Fig. 1: run 1, the metal 4 layer
Scale: 4 px per µm. Supply wires on this layer in grey. Cells faint in the background.
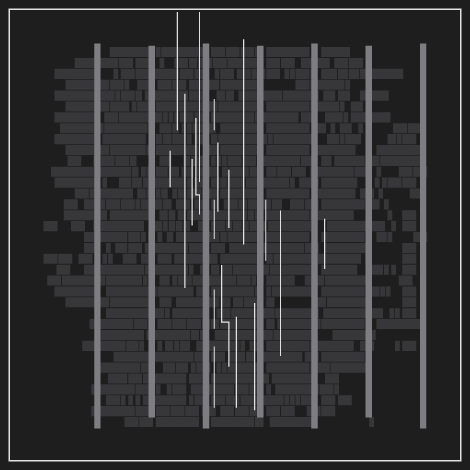
Fig. 2: run 1, routed metal, one colour a layer
Scale: 4 px per µm.
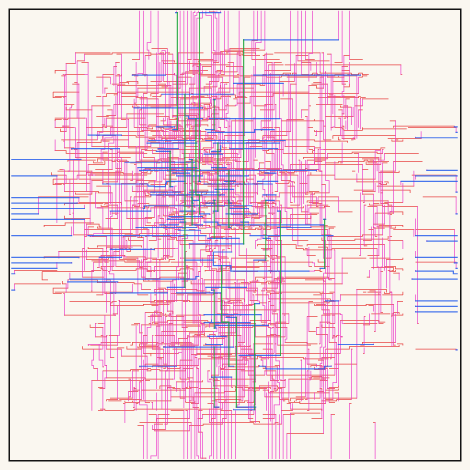
Fig. 3: run 1, sequential cells coloured by netlist name
Scale: 4 px per µm. Other sequential cells in the stronger grey, the rest of the logic in the fainter grey.
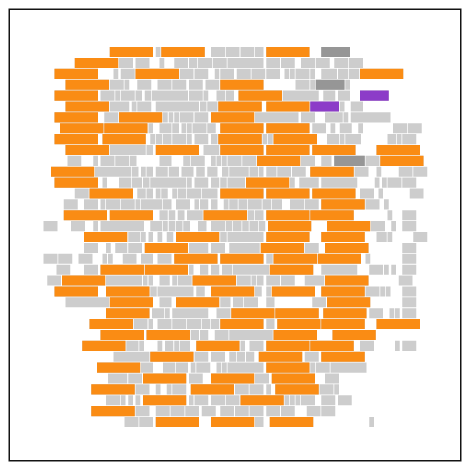
Fig. 4: run 1, cell density map
Scale: 3 px per µm. 11 x 11 tiles, from white (low) to dark blue (high), 0 to 100% covered.
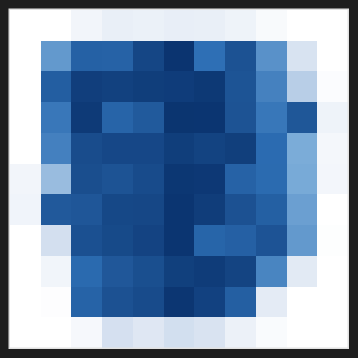
File: src/rtl/alu_issue_decoder_if.sv
// -----------------------------------------------------------------------------
// alu_issue_if
//   Bundles the instruction handshake and the decoded-bundle handshake of the
//   ALU issue decoder into one interface.
//
//   Signals:
//     instr_i        [31:0]  RV32I instruction word
//     instr_valid_i          instr_i valid
//     instr_ready_o          decoder can accept an instruction (registered)
//     dec_valid_o            decoded bundle valid
//     dec_ready_i            ALU stage accepts the bundle
//     alu_op_o      [W-1:0]  ALU operation, W = `ALU_OP_WIDTH
//     b_imm_sel_o            1: ALU B operand is imm_o, 0: rs2
//     imm_o         [31:0]   sign-extended immediate
//     rs1_o/rs2_o/rd_o [4:0] register indices
//     reg_we_o               writeback enable
//     branch_o               conditional branch, ALU flag decides the outcome
//     illegal_o              instruction was not decodable
//
//   Modports: master = instruction producer / bundle consumer,
//             slave  = the decoder itself.
//
//   The ALU_* encodings normally come from define.v; the guarded defaults
//   below only apply when define.v is not on the file list.
// -----------------------------------------------------------------------------
`ifndef ALU_OP_WIDTH
`define ALU_OP_WIDTH 4
`endif
`ifndef ALU_ADD
`define ALU_ADD  4'd0
`define ALU_SUB  4'd1
`define ALU_SLL  4'd2
`define ALU_SLTS 4'd3
`define ALU_SLTU 4'd4
`define ALU_XOR  4'd5
`define ALU_SRL  4'd6
`define ALU_SRA  4'd7
`define ALU_OR   4'd8
`define ALU_AND  4'd9
`define ALU_EQ   4'd10
`define ALU_NE   4'd11
`define ALU_LTS  4'd12
`define ALU_GES  4'd13
`define ALU_LTU  4'd14
`define ALU_GEU  4'd15
`endif

interface alu_issue_if;
    logic [31:0]              instr_i;
    logic                     instr_valid_i;
    logic                     instr_ready_o;
    logic                     dec_valid_o;
    logic                     dec_ready_i;
    logic [`ALU_OP_WIDTH-1:0] alu_op_o;
    logic                     b_imm_sel_o;
    logic [31:0]              imm_o;
    logic [4:0]               rs1_o;
    logic [4:0]               rs2_o;
    logic [4:0]               rd_o;
    logic                     reg_we_o;
    logic                     branch_o;
    logic                     illegal_o;

    modport master (
        output instr_i, instr_valid_i, dec_ready_i,
        input  instr_ready_o, dec_valid_o, alu_op_o, b_imm_sel_o, imm_o,
               rs1_o, rs2_o, rd_o, reg_we_o, branch_o, illegal_o
    );

    modport slave (
        input  instr_i, instr_valid_i, dec_ready_i,
        output instr_ready_o, dec_valid_o, alu_op_o, b_imm_sel_o, imm_o,
               rs1_o, rs2_o, rd_o, reg_we_o, branch_o, illegal_o
    );
endinterface

File: src/rtl/alu_issue_decoder.sv
// -----------------------------------------------------------------------------
// alu_issue_decoder
//   Decodes RV32I ALU-class instructions (OP, OP-IMM, BRANCH, LOAD, STORE,
//   LUI) into an ALU issue bundle and queues the bundles in a 2-entry skid
//   FIFO. Decode is combinational on the incoming word; the FIFO entry stores
//   the already-decoded bundle, so the outputs come straight from a flop.
//
//   Ports:
//     clk   rising-edge clock
//     rst   synchronous active-high reset
//     bus   alu_issue_if.slave (instruction in, decoded bundle out)
//
//   Configuration macro ALU_ISSUE_ILLEGAL_TRAP_EN:
//     defined   - illegal words are queued with illegal_o=1, reg_we=0,
//                 branch=0, alu_op=ALU_ADD.
//     undefined - illegal_o is constant 0 and illegal words are queued as a
//                 NOP bundle (ALU_ADD, reg_we=0, branch=0, imm=0).
// -----------------------------------------------------------------------------
module alu_issue_decoder (
    input  logic       clk,
    input  logic       rst,
    alu_issue_if.slave bus
);

    localparam logic [6:0] OPC_OP     = 7'b0110011;
    localparam logic [6:0] OPC_OP_IMM = 7'b0010011;
    localparam logic [6:0] OPC_BRANCH = 7'b1100011;
    localparam logic [6:0] OPC_LOAD   = 7'b0000011;
    localparam logic [6:0] OPC_STORE  = 7'b0100011;
    localparam logic [6:0] OPC_LUI    = 7'b0110111;

    typedef struct packed {
        logic [`ALU_OP_WIDTH-1:0] alu_op;
        logic                     b_imm_sel;
        logic [31:0]              imm;
        logic [4:0]               rs1;
        logic [4:0]               rs2;
        logic [4:0]               rd;
        logic                     reg_we;
        logic                     branch;
        logic                     illegal;
    } bundle_t;

    // OP and OP-IMM share one funct3 table; alt picks SUB/SRA over ADD/SRL.
    function automatic logic [`ALU_OP_WIDTH-1:0] arith_op(input logic [2:0] f3,
                                                          input logic       alt);
        case (f3)
            3'b000:  arith_op = alt ? `ALU_SUB : `ALU_ADD;
            3'b001:  arith_op = `ALU_SLL;
            3'b010:  arith_op = `ALU_SLTS;
            3'b011:  arith_op = `ALU_SLTU;
            3'b100:  arith_op = `ALU_XOR;
            3'b101:  arith_op = alt ? `ALU_SRA : `ALU_SRL;
            3'b110:  arith_op = `ALU_OR;
            default: arith_op = `ALU_AND;
        endcase
    endfunction

    // ------------------------------------------------------------------
    // Combinational decode of the incoming word
    // ------------------------------------------------------------------
    logic [31:0] instr;
    logic [6:0]  opcode;
    logic [2:0]  funct3;
    logic [6:0]  funct7;
    logic        f7_zero;
    logic        f7_alt;
    logic [31:0] imm_i;
    logic [31:0] imm_s;
    logic [31:0] imm_b;
    logic [31:0] imm_u;

    assign instr   = bus.instr_i;
    assign opcode  = instr[6:0];
    assign funct3  = instr[14:12];
    assign funct7  = instr[31:25];
    assign f7_zero = (funct7 == 7'b0000000);
    assign f7_alt  = (funct7 == 7'b0100000);
    assign imm_i   = {{20{instr[31]}}, instr[31:20]};
    assign imm_s   = {{20{instr[31]}}, instr[31:25], instr[11:7]};
    assign imm_b   = {{20{instr[31]}}, instr[7], instr[30:25], instr[11:8], 1'b0};
    assign imm_u   = {instr[31:12], 12'b0};

    bundle_t dec;
    logic    dec_illegal;

    always_comb begin
        // NOTE: every signal written here gets a default before the case, so no
        // path leaves it unassigned and no latch is inferred.
        dec         = '0;
        dec.alu_op  = `ALU_ADD;
        dec.rs1     = instr[19:15];
        dec.rs2     = instr[24:20];
        dec.rd      = instr[11:7];
        dec_illegal = 1'b0;

        case (opcode)
            OPC_OP: begin
                dec.alu_op  = arith_op(funct3, f7_alt);
                dec.reg_we  = 1'b1;
                // Only SUB and SRA have an alternate funct7.
                dec_illegal = !(f7_zero ||
                                (f7_alt && (funct3 == 3'b000 || funct3 == 3'b101)));
            end
            OPC_OP_IMM: begin
                // funct7 is immediate data except for the shift forms.
                dec.alu_op    = arith_op(funct3, f7_alt && (funct3 == 3'b101));
                dec.b_imm_sel = 1'b1;
                dec.imm       = imm_i;
                dec.reg_we    = 1'b1;
                if (funct3 == 3'b001) begin
                    dec_illegal = !f7_zero;
                end else if (funct3 == 3'b101) begin
                    dec_illegal = !(f7_zero || f7_alt);
                end
            end
            OPC_BRANCH: begin
                dec.branch = 1'b1;
                dec.imm    = imm_b;
                case (funct3)
                    3'b000:  dec.alu_op = `ALU_EQ;
                    3'b001:  dec.alu_op = `ALU_NE;
                    3'b100:  dec.alu_op = `ALU_LTS;
                    3'b101:  dec.alu_op = `ALU_GES;
                    3'b110:  dec.alu_op = `ALU_LTU;
                    3'b111:  dec.alu_op = `ALU_GEU;
                    default: dec_illegal = 1'b1;
                endcase
            end
            OPC_LOAD: begin
                dec.b_imm_sel = 1'b1;
                dec.imm       = imm_i;
                dec.reg_we    = 1'b1;
            end
            OPC_STORE: begin
                dec.b_imm_sel = 1'b1;
                dec.imm       = imm_s;
            end
            OPC_LUI: begin
                dec.rs1       = 5'd0;
                dec.b_imm_sel = 1'b1;
                dec.imm       = imm_u;
                dec.reg_we    = 1'b1;
            end
            default: dec_illegal = 1'b1;
        endcase

        // An undecodable word becomes a harmless ADD bundle; in the trap build
        // it additionally carries the illegal flag down the pipe.
        if (dec_illegal) begin
            dec        = '0;
            dec.alu_op = `ALU_ADD;
`ifdef ALU_ISSUE_ILLEGAL_TRAP_EN
            dec.illegal = 1'b1;
`endif
        end
    end

    // ------------------------------------------------------------------
    // 2-entry skid FIFO of decoded bundles
    // ------------------------------------------------------------------
    bundle_t    mem_q [2];
    bundle_t    mem_d [2];
    logic [1:0] count_q, count_d;
    logic       wr_ptr_q, wr_ptr_d;
    logic       rd_ptr_q, rd_ptr_d;
    logic       ready_q, ready_d;
    logic       push;
    logic       pop;

    // ready_q is exactly (count_q < 2), so a push can never hit a full FIFO.
    assign push = bus.instr_valid_i && ready_q;
    assign pop  = (count_q != 2'd0) && bus.dec_ready_i;

    always_comb begin
        mem_d    = mem_q;
        count_d  = count_q;
        wr_ptr_d = wr_ptr_q;
        rd_ptr_d = rd_ptr_q;

        if (push) begin
            mem_d[wr_ptr_q] = dec;
            wr_ptr_d        = ~wr_ptr_q;
        end
        if (pop) begin
            rd_ptr_d = ~rd_ptr_q;
        end

        case ({push, pop})
            2'b10:   count_d = count_q + 2'd1;
            2'b01:   count_d = count_q - 2'd1;
            default: count_d = count_q;
        endcase

        // Registered ready: computed from the next count, so instr_ready_o has
        // no combinational path from dec_ready_i.
        ready_d = (count_d < 2'd2);
    end

    always_ff @(posedge clk) begin
        // NOTE: sequential state uses non-blocking assignments so every flop
        // samples the pre-edge values regardless of statement order.
        if (rst) begin
            count_q  <= 2'd0;
            wr_ptr_q <= 1'b0;
            rd_ptr_q <= 1'b0;
            ready_q  <= 1'b1;
        end else begin
            count_q  <= count_d;
            wr_ptr_q <= wr_ptr_d;
            rd_ptr_q <= rd_ptr_d;
            ready_q  <= ready_d;
        end
    end

    // NOTE: the storage array has no reset; count_q=0 marks it empty and the
    // output gating below hides whatever it holds.
    always_ff @(posedge clk) begin
        mem_q <= mem_d;
    end

    // ------------------------------------------------------------------
    // Outputs: head entry, forced to zero while nothing is valid
    // ------------------------------------------------------------------
    bundle_t head;
    bundle_t out;

    assign head = mem_q[rd_ptr_q];
    assign out  = (count_q != 2'd0) ? head : '0;

    assign bus.instr_ready_o = ready_q;
    assign bus.dec_valid_o   = (count_q != 2'd0);
    assign bus.alu_op_o      = out.alu_op;
    assign bus.b_imm_sel_o   = out.b_imm_sel;
    assign bus.imm_o         = out.imm;
    assign bus.rs1_o         = out.rs1;
    assign bus.rs2_o         = out.rs2;
    assign bus.rd_o          = out.rd;
    assign bus.reg_we_o      = out.reg_we;
    assign bus.branch_o      = out.branch;
    // Without the trap macro the illegal field is never set, so this is a
    // constant 0.
    assign bus.illegal_o     = out.illegal;

endmodule

File: src/flat_wrapper.sv
// flat-port wrapper written by rule: the top's interface ports become plain ports
module alu_issue_decoder_flat 
  (clk, rst, bus_instr_i, bus_instr_valid_i, bus_dec_ready_i, bus_instr_ready_o, bus_dec_valid_o, bus_alu_op_o, bus_b_imm_sel_o, bus_imm_o, bus_rs1_o, bus_rs2_o, bus_rd_o, bus_reg_we_o, bus_branch_o, bus_illegal_o);
  alu_issue_if bus_i ();
  input  logic clk;
  input  logic rst;
  input wire logic [$bits(bus_i.instr_i)-1:0] bus_instr_i;
  input wire logic [$bits(bus_i.instr_valid_i)-1:0] bus_instr_valid_i;
  input wire logic [$bits(bus_i.dec_ready_i)-1:0] bus_dec_ready_i;
  output wire logic [$bits(bus_i.instr_ready_o)-1:0] bus_instr_ready_o;
  output wire logic [$bits(bus_i.dec_valid_o)-1:0] bus_dec_valid_o;
  output wire logic [$bits(bus_i.alu_op_o)-1:0] bus_alu_op_o;
  output wire logic [$bits(bus_i.b_imm_sel_o)-1:0] bus_b_imm_sel_o;
  output wire logic [$bits(bus_i.imm_o)-1:0] bus_imm_o;
  output wire logic [$bits(bus_i.rs1_o)-1:0] bus_rs1_o;
  output wire logic [$bits(bus_i.rs2_o)-1:0] bus_rs2_o;
  output wire logic [$bits(bus_i.rd_o)-1:0] bus_rd_o;
  output wire logic [$bits(bus_i.reg_we_o)-1:0] bus_reg_we_o;
  output wire logic [$bits(bus_i.branch_o)-1:0] bus_branch_o;
  output wire logic [$bits(bus_i.illegal_o)-1:0] bus_illegal_o;
  assign bus_i.instr_i = bus_instr_i;
  assign bus_i.instr_valid_i = bus_instr_valid_i;
  assign bus_i.dec_ready_i = bus_dec_ready_i;
  assign bus_instr_ready_o = bus_i.instr_ready_o;
  assign bus_dec_valid_o = bus_i.dec_valid_o;
  assign bus_alu_op_o = bus_i.alu_op_o;
  assign bus_b_imm_sel_o = bus_i.b_imm_sel_o;
  assign bus_imm_o = bus_i.imm_o;
  assign bus_rs1_o = bus_i.rs1_o;
  assign bus_rs2_o = bus_i.rs2_o;
  assign bus_rd_o = bus_i.rd_o;
  assign bus_reg_we_o = bus_i.reg_we_o;
  assign bus_branch_o = bus_i.branch_o;
  assign bus_illegal_o = bus_i.illegal_o;
  alu_issue_decoder u_core (.clk(clk), .rst(rst), .bus(bus_i));
endmodule
File: config.mk
export PLATFORM = sky130hd
export DESIGN_NAME = alu_issue_decoder_flat
export DESIGN_NICKNAME = d
export VERILOG_FILES = /design/src/rtl/alu_issue_decoder_if.sv /design/src/rtl/alu_issue_decoder.sv /design/src/flat_wrapper.sv
export SDC_FILE = /design/constraint.sdc
export NUM_CORES = 1
export LEC_CHECK = 0
export CAP_MARGIN = 40
export CORE_MARGIN = 8
export CORE_UTILIZATION = 55
export CTS_CLUSTER_DIAMETER = 120
export DETAILED_ROUTE_END_ITERATION = 6
export HOLD_SLACK_MARGIN = 0.05
export PLACE_DENSITY = 0.95
export SLEW_MARGIN = 10
export SYNTH_ARGS = -nofsm -noshare
export SYNTH_HDL_FRONTEND = slang
export SYNTH_SLANG_ARGS = --single-unit
File: constraint.sdc
create_clock -name clk -period 5.2 [get_ports clk]
set_input_delay 0.78 -clock clk [delete_from_list [all_inputs] [get_ports clk]]
set_output_delay 0.78 -clock clk [all_outputs]
set_load 0.03 [all_outputs]
==> notes.md, run 1 <==
Implementation progress

Per the run report, area growth between synthesis and finish was 33.0%. The I/O pin total stands at 93. The pin count of the biggest net entering global routing stands at 55.

After synthesis, the mean cell area works out to 12.9 µm². The adder and majority gate portion of the synthesized area stands at 0.244%. The compound-cell area share of the yosys netlist stands at 5.54%.

The H-tree was split into 4 levels. The total clock buffers created by CTS stands at 17. The average routed wire per standard cell stands at 22.3 µm. The first TritonRoute pass finished after 5 iterations. The register clock-pin slew on the reported worst setup and hold paths stands at 0.06 ns. The total area inside the core boundary comes to 9150 µm². The number of endpoints failing setup at the final stage stands at 0. The CTS log lists the clock sinks for this run as between 100 and 150.

Data on the critical path arrives at its endpoint at 2.51 ns. The fraction of layout cells with a size suffix above 1 stands at 11.6%. Dividing the detail-routed via count by the number of cells gives 6.01. The path with the worst hold slack has its endpoint at u_core.count_q[1]$_SDFF_PP0_.

The first-pass GRT wire length stands at 20.9 mm. The shortest period the worst path allows stands at 3.29 ns. The post-DP HPWL stands at ~8.3 mm. STA classifies the critical path startpoint as a register. The number of max-capacitance violations reported stands at 0. Synthesis handed over a netlist of 398 instances. The number of antenna violations at the first check in global routing came to 0.

The synthesized design contains 113 register bits. Endpoints failing hold in the final report were tallied at 0. The worst setup path is captured at an output port. The final report gives the standard cell area, fillers excluded, as between 6000 and 7000 µm². Looking at the max-slew report, the worst-margin pin has a slew of 0.899 ns.

The leakage dissipation stands at 0.00237 µW. The biggest fanout along the worst timing path stands at 25. In this run, the synthesized area fraction spent on xor and xnor cells is recorded as under 10%. The site row count stands at 35. The synthesized chip area reported by yosys stands at 5120 µm². The critical path is of the reg -> out type. The total cell area at the placement stage stands at 6150 µm².

The tree is rooted in a clkbuf_8. The routed layout has 3,680 vias. The launch point of the worst register-to-register path is recorded as u_core.count_q[0]$_SDFFE_PP0N_. The total power per unit cell area stands at roughly 600 nW/µm².

The die height stands at 113 µm. Looking at the reg2reg group, the worst path ends at u_core.bus.instr_ready_o$_SDFF_PP1_. Measured in cells, the most critical reg-to-reg path has a length of 10. Per the post-synthesis report, the nets total 435. For this block, the initial DRC count from the detailed router was 511. The highest clock frequency the design can meet stands at 0.304 GHz.

For the worst setup path, the data required time is 4.42 ns. The post-synthesis mux area share stands at 10.5%. The worst register-to-register path has a setup slack of 2.96 ns.

The final antenna diode count stands at 0. At the later pin of the worst-skew pair, clock insertion delay measures 0.52 ns. The count of nets left with antenna violations once routing finished came out at 0. The peak ir drop on the vdd network stands at 0.297 mV. Once layout is complete, the cells apart from fillers number 612.

The fraction of the yosys area taken by sequential cells stands at 65.3%. For this run, the number of Yosys warnings is 0. The path class of the tightest hold or removal check is reg -> reg. Yosys mapped the design onto approximately 41 distinct sky130hd cell types.

The launch point of the critical path was reported as u_core.rd_ptr_q$_SDFFE_PP0P_. Buffers inserted to repair hold after CTS numbered 0. The overall power of the completed layout stands at 3990 µW. Counting tap cells, the placed design contains a total of 580 instances. Adding up every negative setup slack in the final design gives 0 ns.

The count of input and output buffers stands at between 90 and 100. Per STA, the endpoint of the critical path is bus_alu_op_o[1]. The via count of the first global-routing pass stands at approximately 3,800.

The area enclosed by the die boundary stands at 12,700 µm². The clock tree skew after final layout stands at between 0.007 and 0.008 ns. Setup repair after global routing left no endpoint under its margin. The final weighted congestion of routability-driven global placement stands at 0.902. After clock tree synthesis, the repair step resized 0 gates. The post-layout period usage of the worst path stands at 63.4%.

The routed design has 13.6 mm of wire. The startpoint identified for the worst hold timing path is u_core.count_q[1]$_SDFF_PP0_. CTS reports a maximum clock tree buffer depth of 2.

Once the clock tree was built, the setup fixing pass inserted 0 buffers. The area fraction in and, or, nand and nor cells after synthesis stands at 14.3%. The flow ran to the end, and the final reports show no timing, DRC or antenna violations. TritonCTS built the clock tree. The width of the chip stands at roughly 110 µm.

For this run, design rule violations remaining after detail routing come to 0. Per the final report, max-transition violations number 0. The overall fraction of global-route tracks in use stands at a little over a fifth. The post-synthesis instance area stands at 5120 µm².
-- Fig. 1 (at the start) --
main direction: vertical
longest straight run: 51.0 µm
nets with wire on the layer: 17
wire length on this layer: 433 µm
share of all routed wire: 3.2%

-- Fig. 2 (at the start) --
legend:
  green:
    layer: M4
    wire_length: 433 µm
  blue:
    layer: M3
    wire_length: 1,260 µm
  magenta:
    layer: M2
    wire_length: 6,840 µm
  red:
    layer: M1
    wire_length: 5,090 µm

-- Fig. 3 (at the start) --
legend:
  orange:
    name_in_the_netlist: u_core.mem_q
    placed_flops: 108
  purple:
    name_in_the_netlist: u_core.count_q
    placed_flops: 2
not coloured: 3

-- Fig. 4 (at the start) --
densest ninth of the die: middle
mean over tiles: 53%
nearly empty tiles: 19%
tiles over 75% full: 50%
fullest tile: 98%
floorplan utilization: 56.0%
fraction of the core area covered by cells at the end of the flow: 74.5%

-- run 1: power breakdown --
| group | internal [µW] | total (µW) | switching (µW) |
|---|---|---|---|
| sequential | 1200 | 1270 | 70.9 |
| clock | 892 | 1300 | 406 |
| combinational | 544 | 1420 | 877 |
-- run 1: worst max-delay path, cell delays in order (launching register included) --
cell and delay (ns):
dfxtp_2 0.49, buf_4 0.45, mux2i_1 0.33, nor2_1 0.08, clkdlybuf4s50_1 0.63
-- run 1: cell type report --
class | instances | area, µm²
Sequential cell | 113 | 3340
Fill cell | 518 | 2340
Multi-Input combinational cell | 254 | 1660
Timing Repair Buffer | 98 | 995
Clock buffer | 24 | 490
Clock inverter | 8 | 174
Tap cell | 111 | 139
Inverter | 4 | 15.0
-- run 1: Yosys cell counts (all sizes together) --
| cell | number | area share (%) |
|---|---|---|
| edfxtp | 108 | 63 |
| nor2 | 68 | 5.0 |
| mux2i | 54 | 11 |
| nand2 | 25 | 1.9 |
| a21oi | 24 | 3.1 |
| and3 | 16 | 2.0 |
| clkbuf | 16 | 1.2 |
| and2 | 12 | 1.5 |
| buf | 11 | 1.3 |
| nor3 | 9 | 0.98 |
| o21ai | 8 | 0.78 |
| dfxtp | 5 | 2.0 |
| a22oi | 4 | 0.59 |
| inv | 4 | 0.29 |
| nand3 | 4 | 0.39 |
| nor2b | 4 | 0.49 |
| xnor2 | 4 | 0.68 |
| xor2 | 3 | 0.51 |
| a2111oi | 2 | 0.39 |
| nand2b | 2 | 0.24 |
| nor3b | 2 | 0.29 |
| a211o | 1 | 0.17 |
| a211oi | 1 | 0.15 |
| a221o | 1 | 0.20 |
| and3b | 1 | 0.17 |
| and4b | 1 | 0.20 |
| and4bb | 1 | 0.24 |
| conb | 1 | 0.073 |
| ha | 1 | 0.24 |
| nand4bb | 1 | 0.22 |
| nor4 | 1 | 0.42 |
| o211a | 1 | 0.20 |
| or3 | 1 | 0.22 |
| or4 | 1 | 0.15 |
-- run 1: cells in the final DEF (no fill, tap or decap), types with 7 or more instances in the layout --
| cell | count |
|---|---|
| clkbuf_16 | 16 |
| nor3_1 | 7 |
| mux2i_1 | 54 |
| edfxtp_1 | 108 |
| a21oi_1 | 14 |
| clkdlybuf4s50_1 | 91 |
| and3_1 | 15 |
| a21oi_2 | 10 |
| and2_1 | 12 |
| o21ai_0 | 8 |
| nor2_1 | 65 |
| nand2_1 | 24 |
-- run 1: flip-flops by register name (all words and copies together), names as in the netlist --
register and cells:
u_core.rd_ptr_q 1, u_core.mem_q 108, u_core.count_q 2, u_core.bus.instr_ready_o 1, u_core.wr_ptr_q 1
-- run 1: per-layer routing --
metal	share of wire, %	track usage (%)	wire length (µm)
met1	37	25.3	5080
met2	50	36.6	6840
met3	9.2	5.53	1260
met4	3.2	11.2	432
met5	0	0	0
-- run 1: through the flow --
step                worst slack (ns)  hold WS, ns
floorplan                       1.58        0.493
global placement                1.64        0.574
detailed placement              1.69        0.598
CTS                             1.90        0.615
global route                    1.83        0.664
finish                          1.91        0.608
==> run 2: changes to the inputs <==
CORE_UTILIZATION = 47   (was 55)
PLACE_DENSITY = 0.88   (was 0.95)
clock period = 2.85 ns   (was 5.2 ns; I/O delays follow)
Fig. 5: run 2, routed metal, one colour a layer
Scale: 4 px per µm.
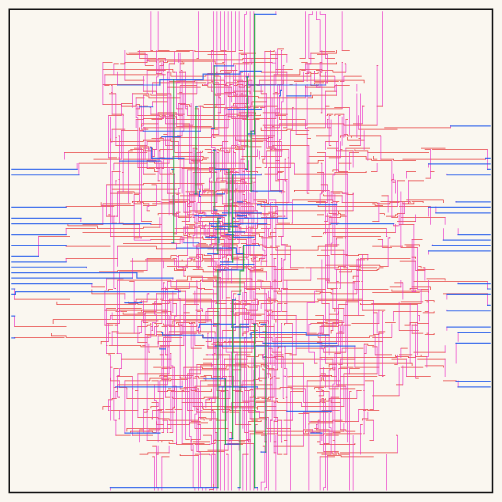
legend:
  blue:
    layer: M3
    wire_length: 1,020 µm
  green:
    layer: M4
    wire_length: 440 µm
  magenta:
    layer: M2
    wire_length: 5,980 µm
  red:
    layer: M1
    wire_length: 5,200 µm
global-route total usage across every layer: 17.8%
routed vias: 3,584
Final Routed Wirelength: 12.6 mm
per-cell routed wire length: 19.3 µm

==> notes.md, run 2 <==
Implementation progress

The run finished with clean final reports. The initialized floorplan defines 38 standard-cell rows. The stage delay of the slowest cell on the critical path stands at about 0.60 ns. The first-pass GRT wire length stands at 20.0 mm. Per the cell usage report, the commonest logic cells after layout are edfxtp_1, clkdlybuf4s50_1, nor2_1. After synthesis, the largest area contributor takes up 63.3% of total cell area. Relative to the synthesized area, the layout overhead comes to 34.9%. Counting along the longest clock path gives a buffer depth of 2. Looking at the setup timing report, the critical path kind is reg -> out. The die height stands at 120 µm. The final critical path takes up 95.8% of the cycle. In this run, synthesis inferred 108 flip-flops with an integrated enable. The worst setup slack after layout stands at 0.119 ns. The data arrival time of the critical path stands at 2.30 ns.

STA on the placed design reports a worst setup slack of -0.0259 ns. The share of the Yosys chip area taken by registers is 65.3%. The report lists the cells along the critical path as nor2_4 > buf_12 > nor2_1 > clkdlybuf4s50_1. The remaining antenna violation count after routing stands at 0.

The number of synthesized register bits stands at 113. Per the final layout report, the fraction of cells sized above drive strength 1 comes to roughly 14%. The area enclosed by the die boundary stands at 14,500 µm². After synthesis, the cell types taking the most area are edfxtp_1, mux2i_1, nor2_1. The final standard cell count with taps included and fillers excluded stands at around 660.

The registers reported with the highest flop counts are u_core.mem_q: 108 flops, u_core.count_q: 2 flops. The biggest area contributor in the post-synthesis netlist is edfxtp_1. Per the synth stats, the flop cell with the highest instance count is edfxtp_1. The via count of the first global-routing pass stands at 3,782.

Per the TritonCTS log, the buffer count is 17. The top cell type in the final layout, fill and taps aside, is edfxtp_1. Sorting the synthesis cell report by count puts at the top edfxtp_1. Looking at the critical path, the single cell with the biggest stage delay is clkdlybuf4s50_1. The tree is rooted in a clkbuf_8. STA classifies the critical path startpoint as a register.

The final timing report lists clock skew as ~0.0059 ns. The first-pass iteration count of the detailed router stands at 5. Counting both buffers and inverters, the worst setup path holds a total of 2. The final timing report derives a shortest allowable period of 2.73 ns. The number of endpoints failing setup at the final stage stands at 0. The net count of the mapped netlist stands at about 440. The number of antenna violations at the first check in global routing came to 0. The TritonCTS sink count stands at ~110. For the final routed database, the setup TNS stands at 0 ns. The worst endpoint required time stands at 2.42 ns. u_core.mem_q holds more flip-flops than any other register. VDD sags by at most 0.548 mV. The async set-or-reset flop fraction in the synthesized netlist stands at 0%.

Hold timing on the final database bottoms out at a slack of between 0.5 and 0.6 ns. In this run, placement finished with an instance count of 624. The worst setup path is captured at an output port. The pin closest to its max-slew limit shows a slew of between 0.5 and 0.6 ns. The total power per unit cell area stands at 999 nW/µm². The post-detailed-route via-to-cell ratio stands at 5.46.

According to the floorplan report, the die width is 120 µm. Note, the detailed placer reported a final HPWL of 8.54 mm. Note that the worst hold path type here is in -> reg. The max-slew violation count stands at 0. The overall power of the completed layout stands at 6910 µW. The synthesized chip area reported by yosys stands at 5120 µm².

Setup repair after global routing left no endpoint under its margin. The highest clock frequency the design can meet stands at 0.366 GHz. TritonCTS built the clock tree.

Yosys printed 0 warnings. After technology mapping, the gate count stands at about 400. The number of buffers added to fix hold violations after cts stands at 0. The post-synthesis instance area stands at a little over 5000 µm². The flip-flop count of the largest register after layout stands at 108. The number of max-capacitance violations reported stands at 0.

The number of gates resized after CTS was 0. The number of inserted filler cells in the final layout stands at roughly 770. The count of input and output buffers stands at 91. After synthesis, the netlist uses 41 different library cells. The area used by multi-input combinational logic stands at 1660 µm². TritonRoute reported its final design rule violation total as 0. Dividing the synthesized area by the synthesized cell count gives 12.9 µm². STA lists the maximum fanout along the critical path as 31.
==> run 2: cell counts after synthesis <==
Identical to the previous run, type by type.
==> run 2: logic make-up after synthesis <==
kind of cell	Yosys count	synth area share, %
compound gates	42	5.54
mux	54	10.5
fa+ha+maj	1	0.244
xor+xnor	7	1.20
buf+inv	31	2.86
simple gates	149	14.3
flops	113	65.3
other cells	1	0.0732
==> run 2: per-stage QoR <==
step	utilization [%]	area, µm²
detailed placement	59.1	6350
global route	64.3	6910
finish	64.3	6910
floorplan	-	5130
global placement	59.1	6350
CTS	64.3	6910
==> run 2: cell type report <==
type	instances	area share, %
clock buffer	19	6.10
tap	140	2.53
multi-input combinational	254	23.9
inverter	4	0.217
timing repair buffer	113	16.8
clock inverter	13	2.01
sequential	113	48.4
==> run 2: worst paths after layout <==
check	startpoint	end	slack (ns)	depth (start not counted)
hold / removal	rst	u_core.rd_ptr_q$_SDFFE_PP0P_	0.54	2
setup reg to reg	u_core.count_q[0]$_SDFFE_PP0N_	u_core.bus.instr_ready_o$_SDFF_PP1_	0.66	10
setup / recovery	u_core.count_q[0]$_SDFFE_PP0N_	bus_rs2_o[3]	0.12	4
hold reg to reg	u_core.wr_ptr_q$_SDFFE_PP0P_	u_core.wr_ptr_q$_SDFFE_PP0P_	0.60	2
==> run 2: power by group <==
group	total, µW	leakage (µW)	switching [µW]	internal, µW
registers	2290	0.00111	105	2180
clock network	1970	0.000260	726	1240
logic	2660	0.00103	1620	1040
total	6910	0.00241	2450	4460
==> run 2: metal layers <==
| metal | part of all wire, % | GRT usage, % | up-vias |
|---|---|---|---|
| li1 | - | - | 1665 |
| met1 | 41 | 21.0 | 1711 |
| met2 | 47 | 28.4 | 169 |
| met3 | 8.1 | 5.87 | 39 |
| met4 | 3.5 | 9.21 | 0 |
| met5 | 0 | 0 | - |
==> run 2: worst register-to-register path, stage by stage, from the launching register on <==
cell	delay, ns
dfxtp_1	0.36
nor2_4	0.49
buf_12	0.26
inv_1	0.08
and2_1	0.19
ha_1	0.22
xnor2_1	0.14
nor2_1	0.07
xnor2_1	0.12
nor2_1	0.12
inv_1	0.05
==> run 3: changes to the inputs <==
CORE_UTILIZATION = 52   (was 47)
CTS_CLUSTER_DIAMETER = 40   (was 120)
PLACE_DENSITY = 0.91   (was 0.88)
clock period = 2.7 ns   (was 2.85 ns; I/O delays follow)
Fig. 6: run 3, clock routing
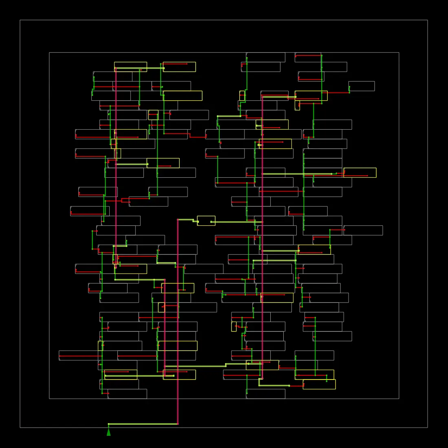
clock network power: 2090 µW
count of clock tree sinks: 113
worst clock skew on the final layout: 0.00535 ns
count of clock-net buffers in the final layout: 21
flip-flops: 113

==> notes.md, run 3 <==
Implementation progress

The width of the chip stands at 115 µm. The die height stands at about 120 µm. After technology mapping, the gate count stands at around 400. STA classifies the critical path startpoint as a register.

The core region is roughly 9700 µm². The worst path uses 94.8% of the clock period. As logged by OpenROAD, the buffers inserted on ports number 91. In this run, the synthesized area fraction spent on and/or/nand/nor cells is recorded as 14.3%. Max-cap violations in this run came to 0. The data arrival time of the critical path stands at 2.16 ns. The worst path needs 2.56 ns of the cycle, external delays included. The first routing iteration left 496 violations. For reference, the top logic cell family by area is simple AND/OR/NAND/NOR gates. Once placement finished, the instance area stood at 6370 µm². The fraction of post-synthesis cell area in the top cell type by area stands at 63.3%. The area enclosed by the die boundary stands at 13,300 µm². 0 antenna diodes ended up in the layout. The number of H-tree levels stands at 4. Entering global routing, the biggest net connects 56 pins. Per the CTS log, the buffer count on the longest clock path is 2. The synthesis report lists the most area-consuming cells as edfxtp_1, mux2i_1, nor2_1. The transition time recorded at the tightest slew-check pin is 0.593 ns. According to the timing report, the data required time at the worst endpoint equals 2.30 ns.

Setup repair after global routing left no endpoint under its margin. The synthesized chip area reported by yosys stands at 5120 µm². The run finished with clean final reports. Detailed routing inserted a total of 3,733 vias. By count the netlist is led by edfxtp_1, nor2_1, mux2i_1.

The via count of the first global-routing pass is about 3,700. The flow reports an fmax of 0.391 GHz. The post-synthesis mux area share stands at 10.5%. Looking at the cell usage after synthesis, the top flip-flop cell is edfxtp_1.

edfxtp_1 is the most common cell in the netlist. In this run, post-CTS hold repair placed 0 buffers. The library cells used most frequently in the layout, excluding fill and tap cells, are edfxtp_1, clkdlybuf4s50_1, nor2_1. In the final routed layout, each cell accounts on average for around 20 µm. The number of remaining DRC errors stands at 0. The path class of the tightest hold or removal check is in -> reg. The leakage dissipation stands at 0.00244 µW.
-- run 3: cell counts after synthesis --
Identical to the previous run, type by type.
-- run 3: worst paths after layout --
check,startpoint,endpoint,slack (ns)
setup / recovery,u_core.rd_ptr_q$_SDFFE_PP0P_,bus_alu_op_o[3],0.14
hold / removal,rst,u_core.count_q[0]$_SDFFE_PP0N_,0.53
setup reg to reg,u_core.count_q[0]$_SDFFE_PP0N_,u_core.bus.instr_ready_o$_SDFF_PP1_,0.75
hold reg to reg,u_core.count_q[1]$_SDFF_PP0_,u_core.count_q[1]$_SDFF_PP0_,0.62
-- run 3: layer usage --
layer,share of wire [%],track usage (%),vias up
li1,-,-,1676
met1,39,24.2,1777
met2,49,33.5,236
met3,9.1,6.09,44
met4,3.7,11.9,0
met5,0,0,-
-- run 3: cell type report --
type / instances / area, µm² / area share [%]
clock buffers: 21 / 429 / 6.20
inverters: 4 / 15.0 / 0.217
well taps: 133 / 166 / 2.40
flip-flops and latches: 113 / 3340 / 48.3
repair buffers: 122 / 1200 / 17.3
multi-input cells: 254 / 1660 / 23.9
clock inverters: 8 / 115 / 1.66
-- run 3: kinds of logic (layout without fill, tap and decap cells) --
logic type / count (synthesis) / in the layout
adders and majority gates: 1 / 1
xor gates and xnor gates: 7 / 7
DFF: 113 / 113
other: 1 / 1
and+or+nand+nor: 149 / 149
buffers and inverters: 31 / 155
muxes: 54 / 54
AOI/OAI and AO/OA: 42 / 42
-- run 3: where the power goes --
group | leakage (µW) | total (µW) | internal, µW | switching, µW
sequential | 0.00111 | 2420 | 2310 | 117
combinational | 0.00106 | 2800 | 1090 | 1710
clock | 0.000263 | 2090 | 1380 | 716
total | 0.00244 | 7310 | 4770 | 2540
-- run 3: repair_timing --
item,CTS,global route
pin swaps,0,0
gates resized,1,1
endpoints found under the setup margin,1,13
-- run 3: metrics by stage --
stage	std cells	hold slack, ns	total power, µW	setup WS (ns)	setup TNS (ns)
6_report	655	0.534	7310	0.140	0
5_1_grt	655	0.526	7610	0.0468	0
4_1_cts	655	0.506	7340	0.0212	0
3_5_place_dp	626	0.609	5230	-0.167	-4.23
3_3_place_gp	626	0.565	5180	-0.0562	-0.965
2_1_floorplan	398	0.477	4100	0.186	0
Power is estimated from default activity; no workload was simulated.
